--- config.mk ---
export PLATFORM = sky130hd
export DESIGN_NAME = pe_acc_sched
export DESIGN_NICKNAME = d
export VERILOG_FILES = /design/src/rtl/pe_acc_sched.sv
export SDC_FILE = /design/constraint.sdc
export NUM_CORES = 1
export LEC_CHECK = 0
export ABC_AREA = 1
export CAP_MARGIN = 25
export CORE_AREA = 2 2 236 238
export DETAILED_ROUTE_END_ITERATION = 16
export DIE_AREA = 0 0 238 240
export PLACE_DENSITY = 0.39
export SYNTH_ARGS = -nofsm -noshare
export SYNTH_HDL_FRONTEND = slang
export SYNTH_SLANG_ARGS = --single-unit
--- constraint.sdc ---
create_clock -name clk -period 2.5 [get_ports clk]
set_input_delay 0.5 -clock clk [delete_from_list [all_inputs] [get_ports clk]]
set_output_delay 0.5 -clock clk [all_outputs]
set_load 0.005 [all_outputs]
--- src/rtl/pe_acc_sched.sv ---
// Sequencer for a VECTOR-lane MAC PE: streams K operand beats into the PE, feeds
// its output back as the accumulator, and returns the lane sums on a valid/ready handshake.
module pe_acc_sched #(
  parameter int REG_WIDTH = 16,
  parameter int VECTOR    = 6,
  parameter int KW        = 8
) (
  input  logic                                clk,
  input  logic                                rst_n,
  input  logic                                i_start,
  input  logic [KW-1:0]                       i_k_len,
  output logic                                o_busy,
  output logic                                o_done,
  input  logic                                i_op_valid,
  output logic                                o_op_ready,
  input  logic [VECTOR-1:0][REG_WIDTH-1:0]    i_op_a,
  input  logic [REG_WIDTH-1:0]                i_op_b,
  output logic [VECTOR-1:0][REG_WIDTH-1:0]    o_pe_a_n_1,
  output logic [VECTOR-1:0][REG_WIDTH-1:0]    o_pe_b_n_1,
  output logic [VECTOR-1:0][REG_WIDTH-1:0]    o_pe_c_n_1,
  input  logic [VECTOR-1:0][REG_WIDTH-1:0]    i_pe_c_ab,
  output logic                                o_res_valid,
  input  logic                                i_res_ready,
  output logic [VECTOR-1:0][REG_WIDTH-1:0]    o_res_data
);

  typedef enum logic [1:0] {
    S_IDLE,
    S_RUN,
    S_DRAIN,
    S_RESULT
  } state_t;

  state_t                          r_state;
  state_t                          w_nextState;
  logic [KW-1:0]                   r_kLen;
  logic [KW-1:0]                   r_count;
  logic                            r_first;
  logic                            r_done;
  logic [VECTOR-1:0][REG_WIDTH-1:0] r_resData;
  logic                            w_beat;
  logic                            w_lastBeat;

  assign o_op_ready  = (r_state == S_RUN);
  assign o_busy      = (r_state != S_IDLE);
  assign o_res_valid = (r_state == S_RESULT);
  assign o_res_data  = r_resData;
  assign o_done      = r_done;
  assign w_beat      = i_op_valid & o_op_ready;
  assign w_lastBeat  = (r_count == (r_kLen - KW'(1)));

  always_ff @(posedge clk or negedge rst_n) begin
    if (!rst_n) begin
      r_state <= S_IDLE;
    end else begin
      r_state <= w_nextState;
    end
  end

  // r_first keeps the PE accumulator input at zero until the first real beat,
  // so whatever the PE left behind from an aborted job never leaks in.
  always_comb begin
    w_nextState = r_state;
    o_pe_a_n_1  = '0;
    o_pe_b_n_1  = '0;
    o_pe_c_n_1  = '0;
    case (r_state)
      S_IDLE: begin
        if (i_start) begin
          w_nextState = (i_k_len != '0) ? S_RUN : S_RESULT;
        end
      end
      S_RUN: begin
        if (w_beat) begin
          o_pe_a_n_1 = i_op_a;
          for (int i = 0; i < VECTOR; i++) begin
            o_pe_b_n_1[i] = i_op_b;
          end
          if (w_lastBeat) begin
            w_nextState = S_DRAIN;
          end
        end
        if (!r_first) begin
          o_pe_c_n_1 = i_pe_c_ab;
        end
      end
      S_DRAIN: begin
        o_pe_c_n_1  = i_pe_c_ab;
        w_nextState = S_RESULT;
      end
      S_RESULT: begin
        if (i_res_ready) begin
          w_nextState = S_IDLE;
        end
      end
      default: begin
        w_nextState = S_IDLE;
      end
    endcase
  end

  always_ff @(posedge clk or negedge rst_n) begin
    if (!rst_n) begin
      r_kLen    <= '0;
      r_count   <= '0;
      r_first   <= 1'b1;
      r_done    <= 1'b0;
      r_resData <= '0;
    end else begin
      r_done <= 1'b0;
      case (r_state)
        S_IDLE: begin
          if (i_start) begin
            r_kLen  <= i_k_len;
            r_count <= '0;
            r_first <= 1'b1;
            if (i_k_len == '0) begin
              r_resData <= '0;
            end
          end
        end
        S_RUN: begin
          if (w_beat) begin
            r_count <= r_count + KW'(1);
            r_first <= 1'b0;
          end
        end
        S_DRAIN: begin
          r_resData <= i_pe_c_ab;
        end
        S_RESULT: begin
          if (i_res_ready) begin
            r_done <= 1'b1;
          end
        end
        default: begin
          r_first <= 1'b1;
        end
      endcase
    end
  end

endmodule

==> run_1/met1.png <==
Drawn at 1.5 px/um.
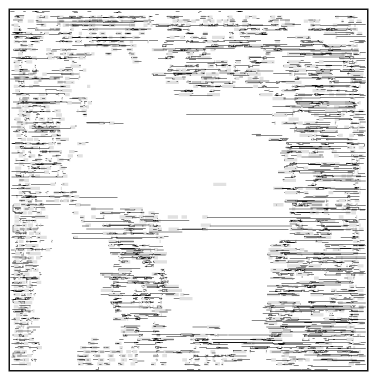
The longest straight run is 74.1 um. 1754 nets have wire on it. The layer carries 13800 um of wire.
total length of routed wires: 41.3 mm
vias after detailed routing: 9025
global-route track usage on met1: 12.7%

==> run_1/met2.png <==
Drawn at 2 px/um.
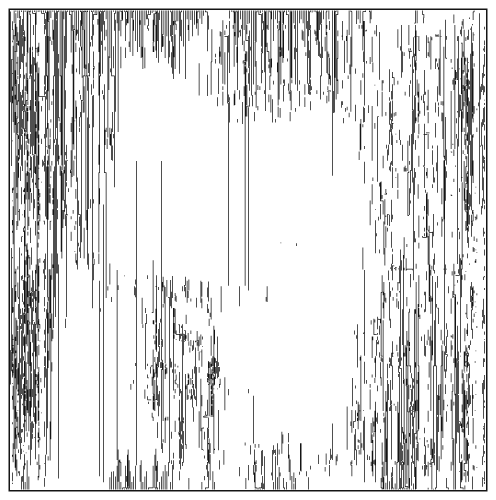
The wires run mostly vertical. The longest straight run is 152 um. The layer holds 54% of the routed length. 1647 nets have wire on it.
Global Route met2 Usage: 25.5%

==> flow_summary.toml, run 1 <==
# yosys + openroad results
[clock_network]
insertion_delay_ps = 430
htreeDepth = 4
cts_tree = "done"
cts_inserted_buffers = 17
clkSinkCount = 116
worst_path_clk_slew_ps = 60
cts_root_buf = "sky130_fd_sc_hd__clkbuf_16"
clk_path_buf_depth = 2

[placement]
placed_cell_area_sq_um = 14400
pre_cts_ws_ps = -248
buffer_ports.inserted = 608
dp_cells = 2387
hpwl_mm = 33.3
place_congestion = 0.851

[layout]
synthToLayoutAreaGrowth_pct = 111
final-instance-count-excl-fill = 2464
layout.nets = 1972
layout-drive-gt1-share_pct = 21.1
cell_area_after_layout_sq_um = 15900
finish.utilization_pct = 29.1

[timing]
final_hold_viol_count = 0
timing.fmax_mhz = 372
totalNegativeSetupSlack_ps = -6440
post-route-period-util_pct = 108
period_needed_ps = 2690
slew_violations = 0
final-setup-viol-count = 98
timing.clock.skew_ps = 8.46
setup_ws_ps = -190
finalHoldWorstSlack_ps = 502
worst_slew_margin_rel_pct = 55.2
grt_setup_unrepaired = "yes"
worst_pin_slew_ps = 672

[pwr]
cellPowerDensity_nw_per_um2 = 874
vdd_drop_max_mv = 0.314
leakage_nw = 9.85
finalPower_mw = 13.9

[global_route]
grt_start_max_net_pins = 62
busiest_layer = "met2"
antenna_found_initial = 3
first_pass_grt_wire_length_mm = 55.6
number_of_global_route_vias_before_repair = 8910
global_route.usage.total_pct = 13.2
grt_residual_overflow = 0

[worst_setup_path]
critical_path.startpoint_type = "register"
worst_path_dominant_cell_family = "buffers and inverters"
crit_top_cell = "sky130_fd_sc_hd__buf_6"
worst-r2r-cell-count = 6
critPathRequiredTime_ps = 2000
critical_path.slowest_cell = "sky130_fd_sc_hd__clkdlybuf4s50_1"
end_kind = "primary output"
timing_worst_setup_path_type = "register to primary output"
critPathBufInv = 5
timing.reg2reg.setup_slack_ps = 350
critPathMaxFanout = 36
r2r_end = "o_res_data[91]$_DFFE_PN0P_"
crit_chain = "buf_6 > ha_4 > buf_6 > nand2_8 > buf_12 > nor2_4 > buf_6 > clkdlybuf4s50_1"
worst_setup_path_startpoint = "r_state[0]$_DFFE_PN0P_"
timing.critical_path.depth = 8
startpoint_of_the_worst_slack_reg_to_reg_timing_path = "r_state[0]$_DFFE_PN0P_"
crit_arrival_ps = 2190
max_stage_delay_ps = 500
worst_setup_path_endpoint = "o_pe_b_n_1[35]"

[yosys]
synth_nets = 1359
ys_seq_elements = 116
synth-seq-area-share_pct = 38.4
avgSynthCellArea_sq_um = 6.68
synth.area.top_cells = "sky130_fd_sc_hd__dfrtp_1 (38%), sky130_fd_sc_hd__inv_1 (17%), sky130_fd_sc_hd__nor2_1 (11%)"
synth_top_area_share_pct = 38.1
synthDominantAreaCellType = "sky130_fd_sc_hd__dfrtp_1"
synthCells = 1131
post-synth-top-count-cell = "sky130_fd_sc_hd__inv_1"
synthArstFlopShare_pct = 100
synth-edff-count = 0
post_synth_most_frequent_cells = "sky130_fd_sc_hd__inv_1 (343), sky130_fd_sc_hd__nor2_1 (227), sky130_fd_sc_hd__dfrtp_1 (115), sky130_fd_sc_hd__nand3_1 (113), sky130_fd_sc_hd__o21ai_0 (110)"
postSynth.topFlopCell = "sky130_fd_sc_hd__dfrtp_1"
ys_cells = 1131
synth.lib_cells_used.distinct = 29
synth.cell_area_sq_um = 7560
ys_area_sq_um = 7560
ys_warn_count = 0

[routing]
detail_route.vias_per_cell = 3.66
number_of_nets_still_failing_antenna_checks_after_routing = 0
drc_errors = 0
avgRoutedWirePerCell_um = 16.8
initialDrtViolationCount = 373
drt-pass1-iter-count = 6

[die]
die_area_sq_um = 57100
coreArea_sq_um = 54700
io_pins = 609
placement_rows = 86
initCoreUtil_pct = 13.8
die_width_um = 238
floorplan.die.height_um = 240

[hold_path]
hold_depth = 2
worstHoldPathType = "register to register"
hold_path_end = "r_first$_DFFE_PN1P_"
holdCritStartpoint = "r_first$_DFFE_PN1P_"

[status]
failed_checks = "negative setup slack"
status = "finished with violations"

[run]
maxCapViolCount = 0
count_of_tool_warnings = 32
==> run_1/met3.png <==
Drawn at 1 px/um.
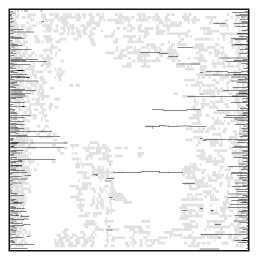
The wires run mostly horizontal. The layer carries 3350 um of wire. 379 nets have wire on it. The longest straight run is 59.6 um. The layer holds 8.1% of the routed length.
met3 track demand over resource: 4.47%

## run 1: metal layers
metal,vias to the layer above,wire length [um]
li1,4434,-
met1,4109,13800
met2,427,22400
met3,55,3350
met4,0,1770
met5,-,0
## run 1: cell type report
class,count,area (sq um)
multi-input combinational,536,2940
clock inverter,14,153
fill,5860,38700
sequential,116,2900
tap,704,881
antenna,3,7.51
inverter,344,1290
clock buffer,18,439
timing repair buffer,729,7310
## run 1: power by group
group          total, mW  switching, mW  internal [mW]  leakage, nW
Clock               2.48          0.982           1.50        0.291
Combinational       8.27           3.78           4.49         7.98
Sequential          3.17          0.493           2.68         1.58
Total               13.9           5.25           8.67         9.85
## run 1: placed cells by master, fill, tap and decap left out, types with 2 or more instances in the layout
| master | Yosys | routed |
|---|---|---|
| sky130_fd_sc_hd__ha_4 | 0 | 3 |
| sky130_fd_sc_hd__dlymetal6s2s_1 | 0 | 138 |
| sky130_fd_sc_hd__nor2_2 | 0 | 53 |
| sky130_fd_sc_hd__clkbuf_16 | 0 | 24 |
| sky130_fd_sc_hd__buf_2 | 17 | 78 |
| sky130_fd_sc_hd__xnor2_1 | 2 | 2 |
| sky130_fd_sc_hd__dfrtp_1 | 115 | 115 |
| sky130_fd_sc_hd__inv_1 | 343 | 342 |
| sky130_fd_sc_hd__clkdlybuf4s50_1 | 0 | 348 |
| sky130_fd_sc_hd__inv_6 | 0 | 2 |
| sky130_fd_sc_hd__nor2_1 | 227 | 137 |
| sky130_fd_sc_hd__nor3_1 | 2 | 2 |
| sky130_fd_sc_hd__inv_2 | 1 | 2 |
| sky130_fd_sc_hd__o21ai_0 | 110 | 110 |
| sky130_fd_sc_hd__nand3_1 | 113 | 113 |
| sky130_fd_sc_hd__diode_2 | 0 | 3 |
| sky130_fd_sc_hd__ha_1 | 7 | 4 |
| sky130_fd_sc_hd__a21oi_1 | 3 | 3 |
| sky130_fd_sc_hd__bufinv_16 | 0 | 2 |
| sky130_fd_sc_hd__nand2_1 | 59 | 57 |
| sky130_fd_sc_hd__clkinv_2 | 0 | 3 |
| sky130_fd_sc_hd__clkinv_4 | 0 | 6 |
| sky130_fd_sc_hd__buf_4 | 84 | 66 |
| sky130_fd_sc_hd__buf_8 | 0 | 9 |
| sky130_fd_sc_hd__buf_12 | 0 | 14 |
| sky130_fd_sc_hd__clkbuf_2 | 0 | 23 |
| sky130_fd_sc_hd__nor2_4 | 0 | 37 |
| sky130_fd_sc_hd__buf_6 | 8 | 33 |
| sky130_fd_sc_hd__dlygate4sd2_1 | 0 | 9 |
| sky130_fd_sc_hd__o21ai_4 | 1 | 2 |
## run 1: flip-flops by register name (all words and copies together), names as in the netlist
signal      cells
o_res_data     96
r_count         8
r_kLen          8
r_state         2
o_done          1
r_first         1
## run 1: cell families after synthesis
logic type      share of synthesized area, %
buf+inv                                 29.0
simple gates                            22.6
compound gates                          8.36
flops                                   38.4
fa+ha+maj                               1.16
xor+xnor                               0.232
mux                                    0.149
## run 1: timing repair
action / 4_1_cts / 5_1_grt
gates resized: 244 / 492
setup buffers: 3 / 28
hold buffers: 1 / 0
hold endpoints to repair: 21 / 0
pin swaps: 1 / 2
gates cloned: 0 / 10
endpoints found under the setup margin: 290 / 280
==> run_1/met4.png <==
Drawn at 1 px/um.
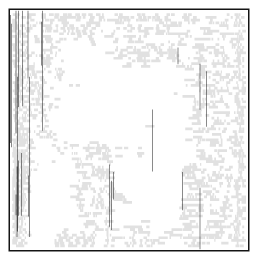

==> inputs of run 2 (changes only) <==
--- a/config.mk
+++ b/config.mk
@@ -11,6 +11,7 @@
 export DETAILED_ROUTE_END_ITERATION = 16
 export DIE_AREA = 0 0 238 240
 export PLACE_DENSITY = 0.39
+export RECOVER_POWER = 50
 export SYNTH_ARGS = -nofsm -noshare
 export SYNTH_HDL_FRONTEND = slang
 export SYNTH_SLANG_ARGS = --single-unit
==> run_2/met4.png <==
Drawn at 1 px/um.
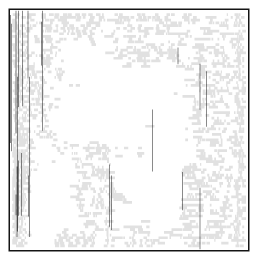
The wires run mostly vertical. The layer carries 1760 um of wire. The layer holds 4.2% of the routed length. 20 nets have wire on it.
total length of routed wires: 41.4 mm

==> run_2/final_congestion.png <==
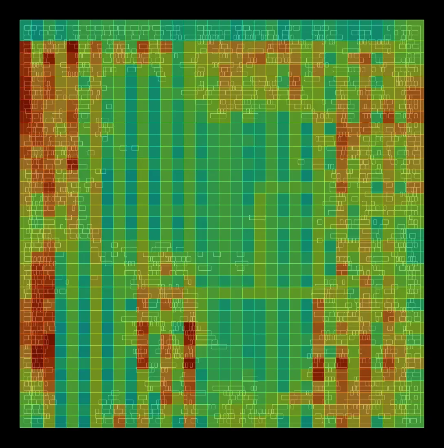
wire length per cell: 16.8 um
final core utilization: 29.0%
global route hottest layer: met2
overall routing resource usage: 13.2%

==> flow_summary.toml, run 2 <==
# yosys + openroad results
[status]
status = "finished with violations"
failed_checks = "negative setup slack"

[die]
io_pins = 609
initCoreUtil_pct = 13.8
die_area_sq_um = 57100
coreArea_sq_um = 54700
die_width_um = 238

[yosys]
synthCells = 1131
ys_cells = 1131
ys_seq_elements = 116
synth_top_area_share_pct = 38.1
post-synth-top-count-cell = "sky130_fd_sc_hd__inv_1"
synthArstFlopShare_pct = 100
ys_warn_count = 0
synth.lib_cells_used.distinct = 29
synth-seq-area-share_pct = 38.4
synthDominantAreaCellType = "sky130_fd_sc_hd__dfrtp_1"
synth_nets = 1359
postSynth.topFlopCell = "sky130_fd_sc_hd__dfrtp_1"

[routing]
route.met2.wl_mm = 22.4
detail_route.vias_per_cell = 3.66
number_of_nets_still_failing_antenna_checks_after_routing = 0
drt-pass1-iter-count = 7
detail_route.wirelength.met1_mm = 13.9
highest-signal-layer = "met4"

[worst_setup_path]
critPathMaxFanout = 36
end_kind = "primary output"
startpoint_of_the_worst_slack_reg_to_reg_timing_path = "r_state[1]$_DFFE_PN0P_"
worst-r2r-cell-count = 10
critPathRequiredTime_ps = 2000
critical_path.startpoint_type = "register"
crit_arrival_ps = 2190
timing_worst_setup_path_type = "register to primary output"
timing.reg2reg.setup_slack_ps = 260

[timing]
timing.fmax_mhz = 372
setup_ws_ps = -189
period_needed_ps = 2690
final-setup-viol-count = 101
grt_setup_unrepaired = "yes"
post-route-period-util_pct = 108
timing.clock.skew_ps = 9.23
totalNegativeSetupSlack_ps = -6980
slew_violations = 0

[clock_network]
clk_path_buf_depth = 2
clkSinkCount = 116
insertion_delay_ps = 420
cts_inserted_buffers = 17
worst_path_clk_slew_ps = 60
htreeDepth = 4

[placement]
hpwl_mm = 33.3
buffer_ports.inserted = 608
place_congestion = 0.851

[global_route]
grt_start_max_net_pins = 62
number_of_global_route_vias_before_repair = 8910
first_pass_grt_wire_length_mm = 55.6
antenna_found_initial = 3

[layout]
lay_top_count = "sky130_fd_sc_hd__inv_1"

[hold_path]
hold_path_end = "r_first$_DFFE_PN1P_"
hold_depth = 2

[run]
maxCapViolCount = 0

[pwr]
leakage_nw = 10.1
cellPowerDensity_nw_per_um2 = 858
-- run 2: cell counts after synthesis --
Identical to the previous run, type by type.
-- run 2: cell families (layout without fill, tap and decap cells) --
group                      count (synthesis)  in the layout  share of synthesized area (%)
AOI/OAI and AO/OA                        119            119                           8.36
other                                      0              3                              0
adders and majority gates                  7              7                           1.16
DFF                                      116            116                           38.4
muxes                                      1              1                          0.149
xor gates and xnor gates                   2              2                          0.232
buffers and inverters                    479           1105                           29.0
and+or+nand+nor                          407            407                           22.6
-- run 2: metrics by stage --
step | hold slack, ps | std cells | setup WS, ps | instance area, sq um | power, mW
finish | 501 | 2464 | -189 | 15800 | 13.6
detailed placement | 444 | 2387 | -248 | 14400 | 11.0
CTS | 507 | 2423 | -318 | 15000 | 13.5
floorplan | 204 | 1131 | 461 | 7560 | 5.88
global placement | 444 | 2387 | -204 | 14400 | 11.0
global route | 540 | 2464 | -327 | 15800 | 14.7
-- run 2: timing repair --
item                       4_1_cts  5_1_grt
setup endpoints to repair      290      280
pin swaps                        1        2
gates resized                  244      492
gates cloned                     0       10
hold endpoints to repair        21        0
hold buffers                     1        0
setup buffers                    3       28
-- run 2: layout make-up --
| cell class | instances | area, sq um |
|---|---|---|
| antenna | 3 | 7.51 |
| clock buffer | 18 | 439 |
| clock inverter | 14 | 153 |
| fill | 5872 | 38800 |
| inverter | 344 | 1290 |
| multi-input combinational | 536 | 2910 |
| sequential | 116 | 2900 |
| tap | 704 | 881 |
| timing repair buffer | 729 | 7270 |
-- run 2: worst max-delay path by stage --
stage	end	slack, ps	cells past startpoint
floorplan	o_pe_c_n_1[25]	460	8
global placement	o_pe_b_n_1[44]	-200	6
detailed placement	o_pe_b_n_1[76]	-250	6
CTS	o_pe_c_n_1[72]	-320	9
global route	o_pe_c_n_1[27]	-330	8
finish	o_pe_b_n_1[35]	-190	8
-- run 2: worst max-delay path, cell delays in order, from the launching register on --
cell                              delay (ps)
sky130_fd_sc_hd__dfrtp_1                 390
sky130_fd_sc_hd__buf_6                   120
sky130_fd_sc_hd__ha_4                    140
sky130_fd_sc_hd__buf_6                   130
sky130_fd_sc_hd__nand2_8                  70
sky130_fd_sc_hd__buf_12                  190
sky130_fd_sc_hd__nor2_4                  100
sky130_fd_sc_hd__buf_6                   130
sky130_fd_sc_hd__clkdlybuf4s50_1         500
-- run 2: routing by layer --
metal	vias up	global-route usage, %
met1	4104	12.7
met5	-	0
li1	4439	-
met4	0	5.95
met2	429	25.5
met3	53	4.47
-- run 2: report_power, final --
group | leakage [nW] | internal [mW] | switching [mW]
registers | 1.58 | 2.68 | 0.468
clock network | 0.291 | 1.50 | 0.979
logic | 8.20 | 4.23 | 3.75
Power figures rest on the tool's default switching activity, not on a simulated workload.
